### config.mk
export PLATFORM = sky130hd
export DESIGN_NAME = pipelined_control_unit_flat
export DESIGN_NICKNAME = d
export VERILOG_FILES = /design/src/rtl/pipelined_control_unit_if.sv /design/src/rtl/pipelined_control_unit.sv /design/src/flat_wrapper.sv
export SDC_FILE = /design/constraint.sdc
export NUM_CORES = 1
export LEC_CHECK = 0
export CORE_MARGIN = 2
export CORE_UTILIZATION = 30
export DETAILED_ROUTE_END_ITERATION = 8
export GPL_ROUTABILITY_DRIVEN = 0
export PLACE_DENSITY = 0.59
export SYNTH_ARGS = -nofsm -noshare
export SYNTH_HDL_FRONTEND = slang
export SYNTH_SLANG_ARGS = --single-unit
### constraint.sdc
create_clock -name i_clk -period 3.96 [get_ports i_clk]
set_input_delay 0.99 -clock i_clk [delete_from_list [all_inputs] [get_ports i_clk]]
set_output_delay 0.99 -clock i_clk [all_outputs]
set_load 0.05 [all_outputs]
### src/rtl/pipelined_control_unit_if.sv
// Bus between the ID stage and the pipelined control unit.
// The signal names match the original decoder ports so that existing
// datapath wiring can connect without renaming.
//   master : the IF/ID side. It drives i_valid, i_opcode, i_rs, i_rt and
//            i_flush, and it samples the stall and the stage controls.
//   slave  : the control unit. It samples the ID-stage fields and drives
//            the stall, the EX/MEM/WB controls and the illegal count.
interface pipelined_control_unit_if #(
  parameter int OP_W    = 6,
  parameter int ALUOP_W = 4,
  parameter int REG_W   = 5,
  parameter int CNT_W   = 8
);
  logic               i_valid;
  logic [OP_W-1:0]    i_opcode;
  logic [REG_W-1:0]   i_rs;
  logic [REG_W-1:0]   i_rt;
  logic               i_flush;

  logic               o_stall;
  logic               o_ex_RegDst;
  logic               o_ex_AluSrc;
  logic [ALUOP_W-1:0] o_ex_ALUop;
  logic [REG_W-1:0]   o_ex_rt;
  logic               o_mem_branch;
  logic               o_mem_Memread;
  logic               o_mem_MemWrite;
  logic               o_wb_MemtoReg;
  logic               o_wb_RegWrite;
  logic [CNT_W-1:0]   o_illegal_cnt;

  modport master (
    output i_valid, i_opcode, i_rs, i_rt, i_flush,
    input  o_stall, o_ex_RegDst, o_ex_AluSrc, o_ex_ALUop, o_ex_rt,
           o_mem_branch, o_mem_Memread, o_mem_MemWrite,
           o_wb_MemtoReg, o_wb_RegWrite, o_illegal_cnt
  );

  modport slave (
    input  i_valid, i_opcode, i_rs, i_rt, i_flush,
    output o_stall, o_ex_RegDst, o_ex_AluSrc, o_ex_ALUop, o_ex_rt,
           o_mem_branch, o_mem_Memread, o_mem_MemWrite,
           o_wb_MemtoReg, o_wb_RegWrite, o_illegal_cnt
  );
endinterface

### src/rtl/pipelined_control_unit.sv
// Pipelined MIPS control unit.
// The block decodes the ID-stage opcode and carries the control bundle
// through the ID/EX, EX/MEM and MEM/WB registers. It also detects load-use
// hazards, applies branch flushes and keeps a saturating count of illegal
// opcodes.
// Ports:
//   i_clk   : clock, rising edge.
//   i_reset : synchronous, active-high reset. It discards every in-flight
//             bundle and clears the illegal count.
//   bus     : pipelined_control_unit_if.slave.
//             Inputs  : i_valid, i_opcode, i_rs, i_rt, i_flush (ID stage and
//                       branch resolution).
//             Outputs : o_stall (combinational), the EX, MEM and WB
//                       controls, o_ex_rt and o_illegal_cnt.
module pipelined_control_unit #(
  parameter int OP_W    = 6,
  parameter int ALUOP_W = 4,
  parameter int REG_W   = 5,
  parameter int CNT_W   = 8
) (
  input logic                    i_clk,
  input logic                    i_reset,
  pipelined_control_unit_if.slave bus
);

  localparam logic [OP_W-1:0] OP_R    = OP_W'(6'b000000);
  localparam logic [OP_W-1:0] OP_LW   = OP_W'(6'b100011);
  localparam logic [OP_W-1:0] OP_SW   = OP_W'(6'b101011);
  localparam logic [OP_W-1:0] OP_BEQ  = OP_W'(6'b000100);
  localparam logic [OP_W-1:0] OP_ADDI = OP_W'(6'b001000);
  localparam logic [OP_W-1:0] OP_ANDI = OP_W'(6'b001100);
  localparam logic [OP_W-1:0] OP_ORI  = OP_W'(6'b001101);
  localparam logic [OP_W-1:0] OP_SLTI = OP_W'(6'b001010);

  typedef struct packed {
    logic               reg_dst;
    logic               alu_src;
    logic [ALUOP_W-1:0] alu_op;
    logic               mem_read;
    logic               mem_write;
    logic               mem_to_reg;
    logic               reg_write;
    logic               branch;
  } ex_ctrl_t;

  typedef struct packed {
    logic branch;
    logic mem_read;
    logic mem_write;
    logic mem_to_reg;
    logic reg_write;
  } mem_ctrl_t;

  typedef struct packed {
    logic mem_to_reg;
    logic reg_write;
  } wb_ctrl_t;

  ex_ctrl_t         dec;
  logic             illegal;
  logic             uses_rt;
  logic             stall;

  ex_ctrl_t         ex_q,  ex_d;
  logic [REG_W-1:0] ex_rt_q, ex_rt_d;
  mem_ctrl_t        mem_q, mem_d;
  wb_ctrl_t         wb_q,  wb_d;
  logic [CNT_W-1:0] cnt_q, cnt_d;

  // Decode the ID-stage opcode. An illegal opcode produces the all-zero bundle.
  always_comb begin
    dec     = '0;
    illegal = 1'b0;
    uses_rt = 1'b0;
    case (bus.i_opcode)
      OP_R: begin
        dec.reg_dst   = 1'b1;
        dec.reg_write = 1'b1;
        dec.alu_op    = ALUOP_W'(2);
        uses_rt       = 1'b1;
      end
      OP_LW: begin
        dec.alu_src    = 1'b1;
        dec.mem_read   = 1'b1;
        dec.mem_to_reg = 1'b1;
        dec.reg_write  = 1'b1;
      end
      OP_SW: begin
        dec.alu_src   = 1'b1;
        dec.mem_write = 1'b1;
        uses_rt       = 1'b1;
      end
      OP_BEQ: begin
        dec.branch = 1'b1;
        dec.alu_op = ALUOP_W'(1);
        uses_rt    = 1'b1;
      end
      OP_ADDI: begin
        dec.alu_src   = 1'b1;
        dec.reg_write = 1'b1;
      end
      OP_ANDI: begin
        dec.alu_src   = 1'b1;
        dec.reg_write = 1'b1;
        dec.alu_op    = ALUOP_W'(3);
      end
      OP_ORI: begin
        dec.alu_src   = 1'b1;
        dec.reg_write = 1'b1;
        dec.alu_op    = ALUOP_W'(4);
      end
      OP_SLTI: begin
        dec.alu_src   = 1'b1;
        dec.reg_write = 1'b1;
        dec.alu_op    = ALUOP_W'(5);
      end
      default: illegal = 1'b1;
    endcase
  end

  // Load-use hazard: a load in EX writes a register that the ID instruction
  // reads. rt counts as a source only for R-type, sw and beq. When a flush is
  // pending the stall is suppressed, because the flush turns the ID
  // instruction into a bubble anyway.
  always_comb begin
    stall = ex_q.mem_read & (ex_rt_q != '0) & bus.i_valid & ~bus.i_flush &
            ((ex_rt_q == bus.i_rs) | (uses_rt & (ex_rt_q == bus.i_rt)));
  end

  always_comb begin
    ex_d    = ex_q;
    ex_rt_d = ex_rt_q;
    mem_d   = '{branch:     ex_q.branch,
                mem_read:   ex_q.mem_read,
                mem_write:  ex_q.mem_write,
                mem_to_reg: ex_q.mem_to_reg,
                reg_write:  ex_q.reg_write};
    wb_d    = '{mem_to_reg: mem_q.mem_to_reg,
                reg_write:  mem_q.reg_write};
    cnt_d   = cnt_q;

    if (bus.i_flush) begin
      ex_d    = '0;
      ex_rt_d = '0;
      mem_d   = '0;
    end else if (stall) begin
      ex_d    = '0;
      ex_rt_d = '0;
    end else if (bus.i_valid && !illegal) begin
      ex_d    = dec;
      ex_rt_d = bus.i_rt;
    end else begin
      // An empty slot or an illegal instruction enters EX as a bubble.
      ex_d    = '0;
      ex_rt_d = '0;
    end

    if (bus.i_valid && illegal && !stall && !bus.i_flush && (cnt_q != '1)) begin
      cnt_d = cnt_q + CNT_W'(1);
    end
  end

  always_ff @(posedge i_clk) begin
    if (i_reset) begin
      ex_q    <= '0;
      ex_rt_q <= '0;
      mem_q   <= '0;
      wb_q    <= '0;
      cnt_q   <= '0;
    end else begin
      ex_q    <= ex_d;
      ex_rt_q <= ex_rt_d;
      mem_q   <= mem_d;
      wb_q    <= wb_d;
      cnt_q   <= cnt_d;
    end
  end

  assign bus.o_stall        = stall;
  assign bus.o_ex_RegDst    = ex_q.reg_dst;
  assign bus.o_ex_AluSrc    = ex_q.alu_src;
  assign bus.o_ex_ALUop     = ex_q.alu_op;
  assign bus.o_ex_rt        = ex_rt_q;
  assign bus.o_mem_branch   = mem_q.branch;
  assign bus.o_mem_Memread  = mem_q.mem_read;
  assign bus.o_mem_MemWrite = mem_q.mem_write;
  assign bus.o_wb_MemtoReg  = wb_q.mem_to_reg;
  assign bus.o_wb_RegWrite  = wb_q.reg_write;
  assign bus.o_illegal_cnt  = cnt_q;

endmodule

### src/flat_wrapper.sv
// flat-port wrapper written by rule: the top's interface ports become plain ports
module pipelined_control_unit_flat 
#(
  parameter int OP_W    = 6,
  parameter int ALUOP_W = 4,
  parameter int REG_W   = 5,
  parameter int CNT_W   = 8
)
  (i_clk, i_reset, bus_i_valid, bus_i_opcode, bus_i_rs, bus_i_rt, bus_i_flush, bus_o_stall, bus_o_ex_RegDst, bus_o_ex_AluSrc, bus_o_ex_ALUop, bus_o_ex_rt, bus_o_mem_branch, bus_o_mem_Memread, bus_o_mem_MemWrite, bus_o_wb_MemtoReg, bus_o_wb_RegWrite, bus_o_illegal_cnt);
  pipelined_control_unit_if #(.OP_W(OP_W), .ALUOP_W(ALUOP_W), .REG_W(REG_W), .CNT_W(CNT_W)) bus_i ();
  input logic i_clk;
  input logic i_reset;
  input wire logic [$bits(bus_i.i_valid)-1:0] bus_i_valid;
  input wire logic [$bits(bus_i.i_opcode)-1:0] bus_i_opcode;
  input wire logic [$bits(bus_i.i_rs)-1:0] bus_i_rs;
  input wire logic [$bits(bus_i.i_rt)-1:0] bus_i_rt;
  input wire logic [$bits(bus_i.i_flush)-1:0] bus_i_flush;
  output wire logic [$bits(bus_i.o_stall)-1:0] bus_o_stall;
  output wire logic [$bits(bus_i.o_ex_RegDst)-1:0] bus_o_ex_RegDst;
  output wire logic [$bits(bus_i.o_ex_AluSrc)-1:0] bus_o_ex_AluSrc;
  output wire logic [$bits(bus_i.o_ex_ALUop)-1:0] bus_o_ex_ALUop;
  output wire logic [$bits(bus_i.o_ex_rt)-1:0] bus_o_ex_rt;
  output wire logic [$bits(bus_i.o_mem_branch)-1:0] bus_o_mem_branch;
  output wire logic [$bits(bus_i.o_mem_Memread)-1:0] bus_o_mem_Memread;
  output wire logic [$bits(bus_i.o_mem_MemWrite)-1:0] bus_o_mem_MemWrite;
  output wire logic [$bits(bus_i.o_wb_MemtoReg)-1:0] bus_o_wb_MemtoReg;
  output wire logic [$bits(bus_i.o_wb_RegWrite)-1:0] bus_o_wb_RegWrite;
  output wire logic [$bits(bus_i.o_illegal_cnt)-1:0] bus_o_illegal_cnt;
  assign bus_i.i_valid = bus_i_valid;
  assign bus_i.i_opcode = bus_i_opcode;
  assign bus_i.i_rs = bus_i_rs;
  assign bus_i.i_rt = bus_i_rt;
  assign bus_i.i_flush = bus_i_flush;
  assign bus_o_stall = bus_i.o_stall;
  assign bus_o_ex_RegDst = bus_i.o_ex_RegDst;
  assign bus_o_ex_AluSrc = bus_i.o_ex_AluSrc;
  assign bus_o_ex_ALUop = bus_i.o_ex_ALUop;
  assign bus_o_ex_rt = bus_i.o_ex_rt;
  assign bus_o_mem_branch = bus_i.o_mem_branch;
  assign bus_o_mem_Memread = bus_i.o_mem_Memread;
  assign bus_o_mem_MemWrite = bus_i.o_mem_MemWrite;
  assign bus_o_wb_MemtoReg = bus_i.o_wb_MemtoReg;
  assign bus_o_wb_RegWrite = bus_i.o_wb_RegWrite;
  assign bus_o_illegal_cnt = bus_i.o_illegal_cnt;
  pipelined_control_unit #(.OP_W(OP_W), .ALUOP_W(ALUOP_W), .REG_W(REG_W), .CNT_W(CNT_W)) u_core (.i_clk(i_clk), .i_reset(i_reset), .bus(bus_i));
endmodule
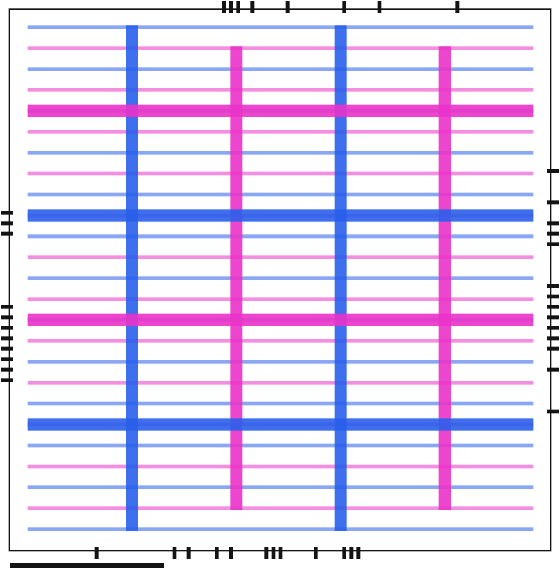
*Supply network*
Scale bar: 20 um. Pins as bars on the die edge.
- magenta: VDD
- blue: VSS
- met4 straps: 4
- signal pins: 45
worst voltage drop across the vdd grid: 0.0001314 V
horizontal die dimension: 70.24 um
Std-Cell Core Area: 4294 sq um

==> flow_summary.rst <==
Flow metrics
------------

.. list-table::
   :header-rows: 1

   * - Metric
     - Value
   * - Area growth from synthesis to layout
     - 41.92%
   * - Fillers
     - 411
   * - Number of sinks handled by clock tree synthesis
     - 28
   * - Antenna violations before repair
     - 0
   * - Endpoint of the worst register-to-register path
     - u_core.bus.o_ex_ALUop[0]$_SDFF_PP0_
   * - Category of the worst setup path launch point
     - input port
   * - Count of cells resized by post-cts repair
     - 0
   * - Number of cells in Yosys stat
     - 144
   * - Count of distinct cell types in the synthesized netlist
     - 37
   * - DRC violation count after routing
     - 0
   * - Post-Place Setup Slack
     - 307.9 ps
   * - Count of non-filler cells in the finished layout
     - 238
   * - Adders+Majority by Area
     - 0.9506%
   * - Net Sw Power
     - 127.9 uW
   * - Hold buffer count at CTS
     - 0
   * - Final Hold Viols
     - 0
   * - TritonCTS Buffers
     - 3
   * - Worst path cell trace
     - clkdlybuf4s50_1, or3_1, o22ai_1, nand4_1, a21oi_2, buf_12
   * - Worst Hold Margin
     - 436.8 ps
   * - Share of cell area taken by muxes after synthesis
     - 1.711%
   * - Largest stage delay on the critical path
     - 510 ps
   * - Proportion of register bits with asynchronous set or reset after synthesis
     - 0%
   * - Setup crit end kind
     - output pin
   * - Biggest consumer
     - sequential cells
   * - Chip Footprint
     - 4934 sq um
   * - HPWL after detailed placement
     - 2374 um
   * - Number of buffers inserted by port buffering
     - 43
   * - Data required time of the worst path
     - 2970 ps
   * - CTS tree
     - built
   * - Total cell area at the placement stage
     - 1797 sq um
   * - Ratio of cells with drive above 1 in the final layout
     - 9.140%
   * - Worst Tran Pin Value
     - 606.0 ps
   * - Clock Skews
     - 4.325 ps
   * - Number of global-route vias before repair
     - 1138
   * - Reg2reg setup slack
     - 1650 ps
   * - Count of warnings emitted by yosys
     - 0
   * - Worst Reg2Reg Path Length in Cells
     - 6
   * - Leading post-synthesis cells by cell area
     - sky130_fd_sc_hd__dfxtp_1, sky130_fd_sc_hd__xor2_1, sky130_fd_sc_hd__and2_1, sky130_fd_sc_hd__a21oi_1, sky130_fd_sc_hd__nor2_1
   * - First-pass GRT wire length
     - 5278 um
   * - Commonest cells in the netlist
     - sky130_fd_sc_hd__dfxtp_1, sky130_fd_sc_hd__nor2_1, sky130_fd_sc_hd__and2_1
   * - Buffering stage count on the worst path with inverters included
     - 2
   * - Post-synthesis share of cell area spent on and-or and or-and gates
     - 13.12%
   * - Diode count
     - 0
   * - Clock input transition at the sequential cells of the worst setup and hold paths
     - 100 ps
   * - Slowest library cell on the worst path
     - sky130_fd_sc_hd__clkdlybuf4s50_1
   * - Crit Reg-Reg Startpoint
     - u_core.bus.o_ex_rt[0]$_SDFF_PP0_
   * - Total vias in the final route
     - 1171
   * - Total Routing Usage GR
     - 13.17%
   * - Result of the run
     - finished clean
   * - First-iteration detailed-routing DRC count
     - 56
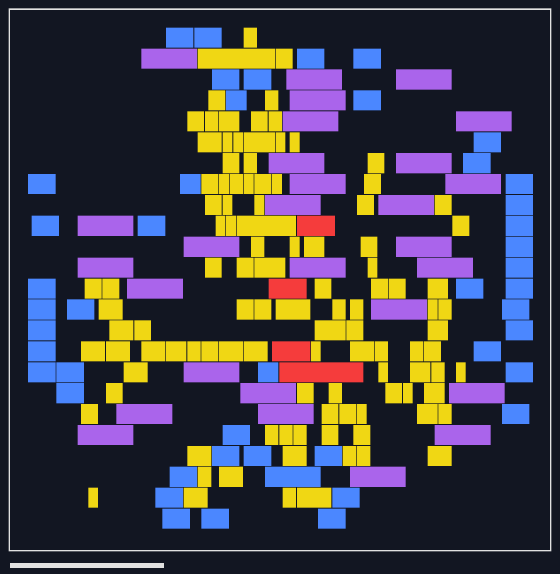
*Placed cells, one colour a class*
Scale bar: 20 um.
- purple: registers (cells 28; share of their area 31%)
- blue: remaining buffers and delay cells (cells 46; share of their area 26%)
- red: clock drivers and dummy loads (cells 4; share of their area 4.0%)
- yellow: remaining logic cells (cells 108; share of their area 39%)
sequential portion of the cell area: 30.01%
total non-filler cell area in the finished layout: 1868 sq um
post-route core utilization: 43.50%
Site Rows: 24

[cell type report]
type,count,share of cell area [%]
clock inverters,1,1.608
multi-input cells,104,37.11
clock buffers,3,2.210
inverters,4,0.8038
well taps,52,3.483
repair buffers,46,24.78
flip-flops and latches,28,30.01
[cell usage in the layout (no fill, tap or decap), types with 5 or more instances in the layout]
cell type / count
sky130_fd_sc_hd__a21oi_1: 8
sky130_fd_sc_hd__and2_1: 9
sky130_fd_sc_hd__nor2b_1: 5
sky130_fd_sc_hd__xor2_1: 7
sky130_fd_sc_hd__dfxtp_1: 28
sky130_fd_sc_hd__nor4_1: 5
sky130_fd_sc_hd__nand2_1: 5
sky130_fd_sc_hd__or4_1: 5
sky130_fd_sc_hd__o21ai_0: 5
sky130_fd_sc_hd__nor3_1: 5
sky130_fd_sc_hd__nand3_1: 5
sky130_fd_sc_hd__nor2_1: 10
sky130_fd_sc_hd__or3_1: 5
sky130_fd_sc_hd__clkdlybuf4s50_1: 42
[cell families (layout without fill, tap and decap cells)]
group / count (synthesis) / count (layout)
AOI/OAI and AO/OA: 22 / 22
muxes: 2 / 2
and+or+nand+nor: 68 / 68
DFF: 28 / 28
adders and majority gates: 1 / 1
other: 1 / 1
buffers and inverters: 12 / 54
xor gates and xnor gates: 10 / 10
[worst reg2reg max path: cells and delay by family, from the launching register on]
family / cells / cell delay [ps]
flip-flops: 1 / 360
AND/OR/NAND/NOR: 2 / 1100
buffers and inverters: 1 / 200
AND-OR/OR-AND: 3 / 560
[metal layers]
layer,track usage [%],wire (um),up-vias
li1,-,-,593
met1,17.02,1423,539
met2,20.75,1467,37
met3,3.030,170,2
met4,5.983,31,0
met5,0,0,-
No activity file was given, so power comes from the tool's default toggle rates.
